==> config.mk <==
export PLATFORM = sky130hd
export DESIGN_NAME = z16_seq_ctrl_flat
export DESIGN_NICKNAME = d
export VERILOG_FILES = /design/src/rtl/z16_seq_ctrl_if.sv /design/src/rtl/z16_seq_ctrl.sv /design/src/flat_wrapper.sv
export SDC_FILE = /design/constraint.sdc
export NUM_CORES = 1
export LEC_CHECK = 0
export ABC_AREA = 1
export CAP_MARGIN = 20
export CORE_MARGIN = 2
export CORE_UTILIZATION = 30
export CTS_CLUSTER_SIZE = 12
export DETAILED_ROUTE_END_ITERATION = 8
export PLACE_DENSITY = 0.69
export RECOVER_POWER = 100
export SLEW_MARGIN = 20
export SYNTH_ARGS = -nofsm -noshare
export SYNTH_HDL_FRONTEND = slang
export SYNTH_SLANG_ARGS = --single-unit
==> constraint.sdc <==
create_clock -name i_clk -period 3.5 [get_ports i_clk]
set_input_delay 0.35 -clock i_clk [delete_from_list [all_inputs] [get_ports i_clk]]
set_output_delay 0.35 -clock i_clk [all_outputs]
set_load 0.03 [all_outputs]
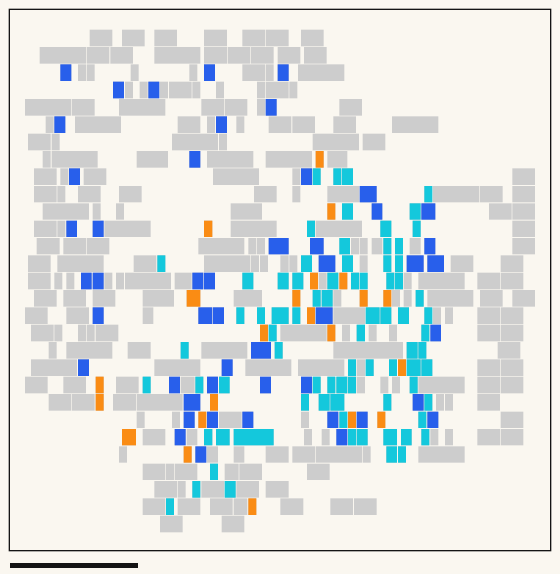
Figure 1: gate-type map.
The bar under the picture is 20 um long.
Blue is aoi and oai cells, cells 49, most used o21ai_0. Orange is inv cells, cells 22, most used inv_1. Cyan is nand cells, cells 77, most used nand2_1.
most common logic cell in the routed design: nor2_1
post-layout instance count excluding filler cells: 448
fraction of area in multi-input gates: 32.1%

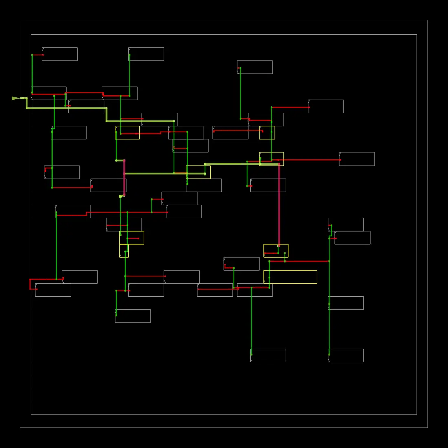
Figure 2: clock nets.
clk_buf instances: 5
clock sink total: 35
clk_lat worst skew: 0.29 ns

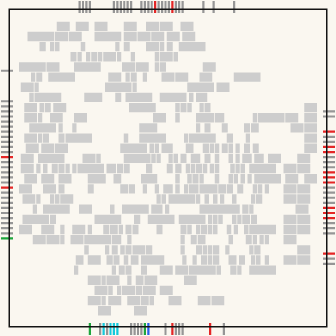
Figure 3: ports around the boundary.
Pins as bars across the die edge, other pins in grey.
Blue is bus_o_dmem_req, pins 1, direction output, edge bottom. Red is bus_o_imem_addr, pins 16, direction output, edge 10 right, 2 top, 2 bottom, 2 left. Green is bus_o_state, pins 3, direction output, edge 2 bottom, 1 left. Cyan is bus_i_opecode, pins 4, direction input, edge bottom.
Chip Width: 84.6 um
Die Height: 84.6 um
port bufs: 100

==> summary.txt <==
Results of the full flow below.

Run status:
- The flow ran to the end, and the final reports show no timing, DRC or antenna violations.

Final layout:
- The layout report lists the non-clock buffer share of cell area as 34.0%.
- By area, the class that comes first in the final layout consists of buffers.
- The layout has 100 buffers outside the clock class.
- For this run, the script counts the antenna cells in the layout as 0.
- The top cell types in the final layout, fill and taps aside, are nor2_1 (70), dlygate4sd3_1 (59), nand2_1 (47).
- The run gives the multi-input gate count as 206.
- The run puts the layout sequential cell count at 35.
- The run puts the ratio of cells with drive above 1 in the final layout at 4.31%.
- The run gives the inverter tally of the final layout excluding the clock network as 22.
- The run gives the register fraction of the total cell area as 23.8%.
- The run puts the area of combinational cells with multiple inputs at 946 um^2.
- The run puts the post-layout net count at 415.
- The run puts the final-layout clock-cell area share at 3.82%.
- The run puts the area growth from synthesis to layout at 51.0%.

STA:
- The run gives the hold violation count in the final report as 0.
- Setup repair after global routing left no endpoint under its margin.
- The run gives the transition time at the pin with the least slew margin as 1.20 ns.
- The run puts the final worst-path cycle share at 71.0%.
- The run gives the smallest setup slack after layout as 1.02 ns.
- The run puts the minimum clock period after layout at 2.48 ns.
- The run puts the final-layout setup total negative slack at 0 ns.
- Per the finish-stage timing summary, setup violations number 0.
- The final max-slew violation count recorded for this run is 0.
- Across all hold checks on the routed design, the worst slack comes to 0.494 ns.

GRT:
- The number of antenna violations at the first check in global routing came to 0.
- met2 is the most crowded layer.
- The run puts the global route total overflow at 0.
- Entering global routing, the biggest net connects 25 pins.
- met2 track demand over resource after global routing is 26.0%.
- The run puts the via count of the first global-routing pass at 2004.
- met1 track demand over resource after global routing is 18.3%.
- The run puts the overall fraction of global-route tracks in use at 15.2%.
- The run puts the wire length of the first global-routing pass at 9000 um.

Routing:
- The run puts the average via count per standard cell at 4.84.
- The run puts the number of remaining DRC errors at 0.
- The detailed router reports a met3 wire length of 504 um.
- The run gives the number of DRC markers after the initial detailed-route iteration as 102.
- The run gives the wire length on met2 as 2670 um.
- The run puts the total wire length after detailed routing at 5570 um.
- Dividing the detail-routed wire length by the instance count gives 12.4 um.
- The first detailed-routing pass took 4 iterations.

Worst setup path:
- Setup slack on the worst reg-to-reg path comes out at 1.06 ns.
- The run puts the maximum net fanout on the critical path at 23.
- The run puts the endpoint arrival time on the critical path at 2.13 ns.
- The run gives the element type at the critical path start as a flip-flop.
- For the worst flop-to-flop path, the logic depth is 7.
- The run gives the kind of end point of the critical path as an output port.
- The run gives the critical path required time as 3.15 ns.
- The run gives the critical path depth as 3.
- By startpoint and endpoint, the worst setup path is classified as reg2out.
- The longest incremental delay of any stage on the critical path is reported as 0.77 ns.
- Per STA, the worst path is made up of nand3_4 > inv_2 > dlygate4sd3_1.

Logic synthesis:
- The run puts the area fraction in and, or, nand and nor cells after synthesis at 35.3%.
- Among all flip-flop cells after synthesis, the most frequent one is dfxtp_1.
- The run puts the count of flip-flops with a built-in enable after synthesis at 0.
- Sorting the synthesized cells by area gives the leading types as dfxtp_1 (36%), nor2_1 (13%), nand2_1 (8.9%), buf_4 (6.5%), nand3_1 (5.9%).
- The gate-level netlist out of Yosys references 32 unique cell types.
- The number of nets in the synthesized netlist is 334.
- The run puts the share of cell area taken by muxes after synthesis at 0%.
- The run gives the cell count after synthesis as 289.
- The run gives the sequential element share of the synthesized area as 35.9%.
- The run gives the most frequently used cell type in the post-synthesis netlist as nor2_1.
- The run puts the area fraction of the dominant cell type after synthesis at 35.9%.
- Yosys shows that the main logic family after synthesis is simple AND/OR/NAND/NOR gates.
- The run gives the count of yosys warnings during synthesis as 0.
- The run gives the adder-cell share of the synthesized area as 0.642%.
- The run puts the area share of xor/xnor cells in the synthesized design at 0%.
- The run puts the area share of and-or/or-and cells after synthesis at 14.3%.
- The synthesis run shows the most used standard cells to be nor2_1 (67), nand2_1 (46), dfxtp_1 (35).
- The run gives the largest area contributor in the netlist as dfxtp_1.

Power and ir drop:
- The run puts the share of total power in the clock network at 22.5%.
- The run puts the leakage dissipation at 1.29 nW.
- The run gives the clock group total power as 367 uW.
- In this run the power density over the cells is 553 mW/mm^2.
- Overall power consumption after layout is estimated at 1.63 mW.
- The run gives the worst-case vdd ir drop as 287 uV.
- Switching power as a fraction of the total was reported as 41.6%.
- The largest part of the power goes to combinational logic.
- Of the total power, combinational logic draws 43.3%.
- The run puts the total sequential power at 556 uW.
- The run puts the portion of total power attributed to sequential cells at 34.2%.
- The power report lists cell-internal power as 951 uW.
- The run puts the combinational group power at 705 uW.

Clocking:
- The run gives the maximum buffer depth of the clock tree as 2.
- The run gives the CTS root buffer as clkbuf_8.
- Buffers added to address setup during post-CTS repair amount to 0.
- The run gives the post-cts hold-fix buffer tally as 0.
- The run puts the depth of the CTS H-tree at 2.
- The run gives the post-CTS resize count as 0.
- The run gives the TritonCTS clock tree as built.
- In this run, CTS created clock tree buffers numbering 5.

Die:
- The share of the core area taken by cells at floorplan is 30.9%.
- The run gives the die footprint as 0.00716 mm^2.
- The run gives the tapcell count as 77.
- The run puts the cell row count at 29.
- The run puts the number of placed I/O pins at 101.
- The floorplan step defined a core boundary enclosing 0.00631 mm^2.

Place:
- The run puts the post-placement cell count at 440.
- The run puts the HPWL after detailed placement at 4210 um.
- The post-placement cell area is 0.00287 mm^2.

Hold path:
- The run puts the worst hold path depth at 2.
- The run gives the kind of path behind the tightest hold check as reg2reg.

Flow run:
- The number of maximum-capacitance violations recorded for the run is 0.
- The run puts the number of OpenROAD warnings at 26.
Power figures rest on the tool's default switching activity, not on a simulated workload.
